Design ps2_key_event_rx, sky130hd; sources not shown.
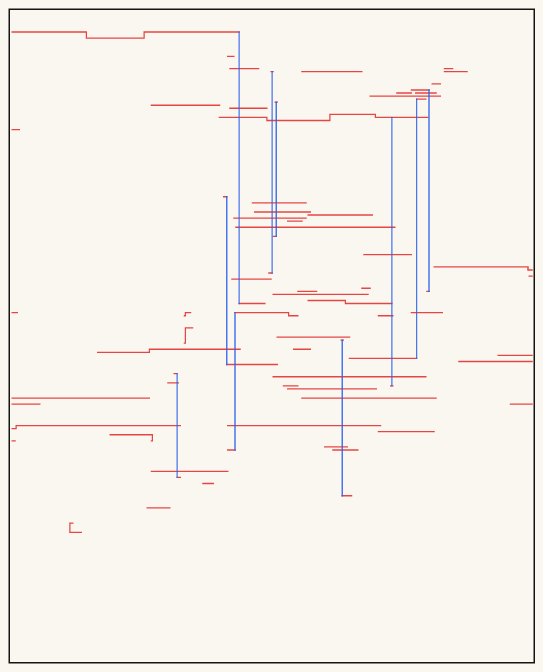
(run_1/wires.png)
Two of the layers only.
[metal 4] blue | wire length: 424 microns
[metal 3] red | wire length: 786 microns
GRT Util Overall: 22.0%
WL final: 17600 microns
via total after detailed routing: 5632

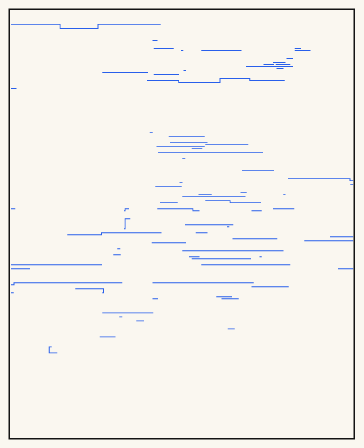
(run_1/layer_met3.png)
wire length on this layer: 786 microns
nets with wire on the layer: 52
main direction: horizontal
GR met3 Demand/Resource: 5.22%

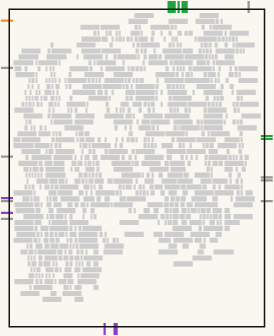
(run_1/io_placement.png)
Pins as bars across the die edge, other pins in gray.
[key_held] purple | pins: 5 | direction: output | edge: 3 bottom, 2 left
[clk_in] orange | pins: 1 | direction: input | edge: left
[ev_data] green | pins: 10 | direction: output | edge: 8 top, 2 right
all pins by edge: 9 top, 7 left, 5 right, 3 bottom
Buffers on Ports: 0
die width: 117 microns

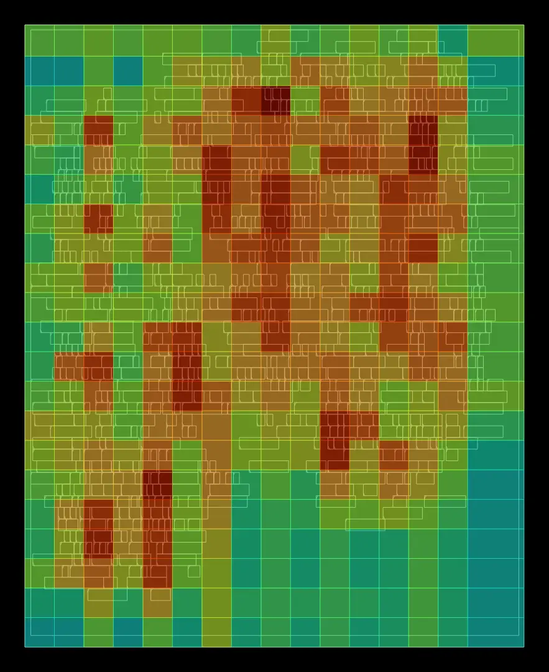
(run_1/congestion.png)
GR met1 Demand/Resource: 26.2%
layer with the highest usage: met2
WL/cell: 16.5 microns
Util after Layout: 52.7%
met2 global-route usage: 35.3%

==> changes_impl.md, run 1 <==
### Changed

* Status: finished with violations
* Violated checks: negative hold slack, negative setup slack
* Comb area at 0.00285 sq mm
* Diode count at 0
* Top cell area share at 52.7%
* RSZ-0062 raised after global routing: yes
* Post-CTS Hold Buffers at 3
* Total power at 11800 uW
* Final min period at 1.94 ns
* Worst path top cell family by delay: flip-flops
* Fin area at 0.00850 sq mm
* Xor+xnor area frac at 1.78%
* Yosys Chip Area at 0.00641 sq mm
* Synth mux share at 0.156%
* Nonclk buf count at 92
* Storage element area at 0.00352 sq mm
* R2r setup slk at -0.30 ns
* Final Hold Viols at 140
* Slack of the critical path at -0.340 ns
* Critical path buffers and inverters at 3
* Slew @ Worst Pin at 0.384 ns
* Number of global-route vias before repair at 5439
* Die ar. at 0.0170 sq mm
* Main area contributors: dfrtp_1 53%, o21ai_0 11%, nand2_1 9.3%
* Cell taking the most area after synthesis: dfrtp_1
* RePlAce Congestion at 0.868
* Seq. pwr at 3960 uW
* Internal power at 7850 uW
* Clk slew on worst S/H paths at 0.06 ns
* Maximum fanout along the worst path at 5
* Min Hold Slack at -0.491 ns
* Synthesis Warnings at 0
* Register area share after synthesis at 54.8%
* Most frequent cells in the layout: 146 x nand2_1, 130 x dfrtp_1, 96 x o21ai_0
* CTS tree: built
* Remaining Overflow, GRT at 0
* Clock power frac at 32.7%
* FILL cells at 1470
* First DRT Iteration DRCs at 347
* IO Pins at 24
* # Cells Yosys at 763
* Switching Power at 3910 uW
* Layout Skew at 0.00813 ns
* Max reg flops at 80
* Num CTS Buffers at 17
* Slew headroom at 74.2%
* Max VDD drop at 0.690 mV
* Critical Path RT at 1.36 ns
* DRC viols at 0
* Synth top cell by count: nand2_1
* CP Class: flop to output pin
* Flop count at 140
* Pre-CTS WS at -0.0789 ns
* Sequential power share at 33.7%
* Wl on met1 at 7250 microns
* Fraction of area in registers at 41.4%
* Fin Setup TNS at -17.28 ns
* Post-CTS Repair Setup Buffers at 10
* Ys async rst share at 100%
* Number of synthesized register bits at 140
* Fmax at 0.516 GHz
* Fp util at 39.7%
* Aoi share at 15.6%
* Commonest Layout Cell: nand2_1
* Logic Gate Count at 523
* Crit path max-delay cell type: dfrtp_2
* Finish-stage setup viols at 96
==> run_1/flops_by_reg.png <==
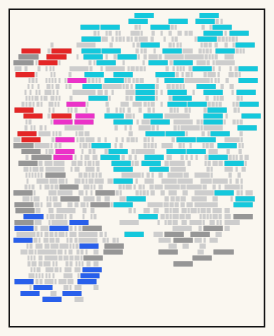

--- run 2 (diff from run 1) ---
Settings changed: ABC_AREA 1 to unset.
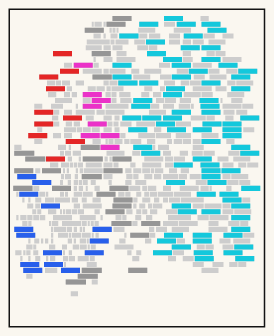
(run_2/flops_by_reg.png)
[rx_byte] magenta | placed flops: 8
[idle_cnt] blue | placed flops: 14
[frame] red | placed flops: 10
[mem] cyan | placed flops: 80
not colored: 28
Util after Layout: 52.5%
storage element area: 0.00351 sq mm
Seq. pwr: 4160 uW
fraction of area in registers: 41.2%

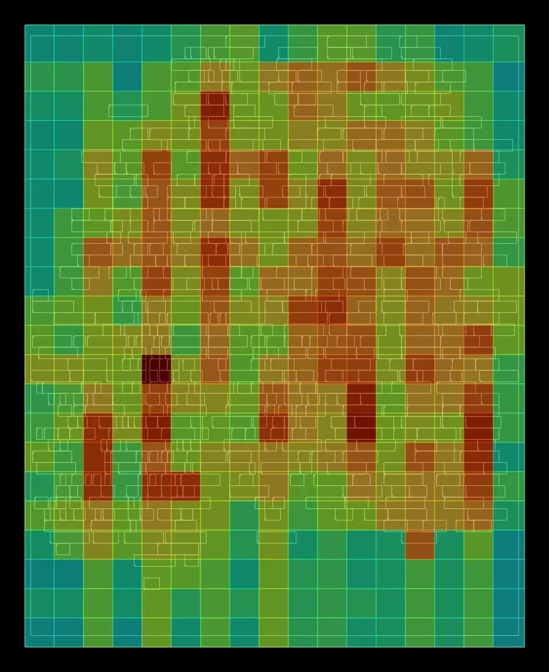
(run_2/congestion.png)
met2 global-route usage: 33.1%
GR met3 Demand/Resource: 3.49%
GRT Util Overall: 19.0%

==> run 2 against run 1 <==
The run still ends with negative hold slack, negative setup slack left; critical path depth is 1 higher; cell count is 28% lower; design area is 0.40% higher; area after synthesis is 2.0% higher; sequential share of layout area is 0.19 points lower; synthesized cell count is 39% lower; non-clock buffer count stayed put; fmax is 13% lower; highest routed layer unchanged.
==> changes_impl.md, run 2 <==
### Changed

* CTS tree: built
* Number of global-route vias before repair at 4445 (-18%)
* Flop count at 140 (unchanged)
* RePlAce Congestion at 0.773 (-11%)
* Remaining Overflow, GRT at 0 (unchanged)
* Via total after detailed routing at 3983 (-29%)
* Sequential power share at 35.7% (+2.0 points)
* Fmax at 0.446 GHz (-13%)
* Slack of the critical path at -0.642 ns (-0.302 ns)
* Final Hold Viols at 140 (unchanged)
* Violated checks: negative hold slack, negative setup slack
* Worst path top cell family by delay: simple AND/OR/NAND/NOR gates
* Max VDD drop at 0.902 mV (+31%)
* Commonest Layout Cell: dfrtp_1
* Final min period at 2.24 ns (+0.302 ns)
* Internal power at 8440 uW (+7.5%)
* Die ar. at 0.0173 sq mm (+2.0%)
* Logic Gate Count at 281 (-46%)
* RSZ-0062 raised after global routing: yes
* WL final at 14700 microns (-16%)
* Most frequent cells in the layout: 132 x dfrtp_1, 60 x mux2_4, 60 x buf_4
* Fp util at 40.2% (+0.47 points)
* Nonclk buf count at 92 (unchanged)
* Synthesis Warnings at 0 (unchanged)
* Switching Power at 3190 uW (-18%)
* Die width at 118 microns (+0.97%)
* FILL cells at 1357 (-7.7%)
* Comb area at 0.00320 sq mm (+12%)
* Finish-stage setup viols at 100 (+4.2%)
* Synth mux share at 28.2% (+28 points)
* Clk slew on worst S/H paths at 0.06 ns (about the same)
* Buffers on Ports at 0 (unchanged)
* Status: finished with violations
* Max reg flops at 80 (unchanged)
* Top cell area share at 51.7% (-1.0 points)
* GR met1 Demand/Resource at 22.2% (-4.0 points)
* Crit path max-delay cell type: or3b_4
* Aoi share at 2.12% (-13 points)
* Number of synthesized register bits at 140 (unchanged)
* WL/cell at 19.1 microns (+15%)
* Yosys Chip Area at 0.00654 sq mm (+2.0%)
* Post-CTS Repair Setup Buffers at 17 (+7)
* Xor+xnor area frac at 4.10% (+2.3 points)
* Clock power frac at 36.3% (+3.6 points)
* Fin Setup TNS at -53.83 ns (-36.55 ns)
* Slew @ Worst Pin at 0.559 ns (+0.175 ns)
* Diode count at 0 (unchanged)
* Synth top cell by count: dfrtp_1
* Layer with the highest usage: met2
* Register area share after synthesis at 53.7% (-1.1 points)
* Fin area at 0.00853 sq mm (+0.40%)
* Pre-CTS WS at -0.742 ns (-0.663 ns)
* Min Hold Slack at -0.477 ns (+0.0132 ns)
Power is estimated from default activity; no workload was simulated.
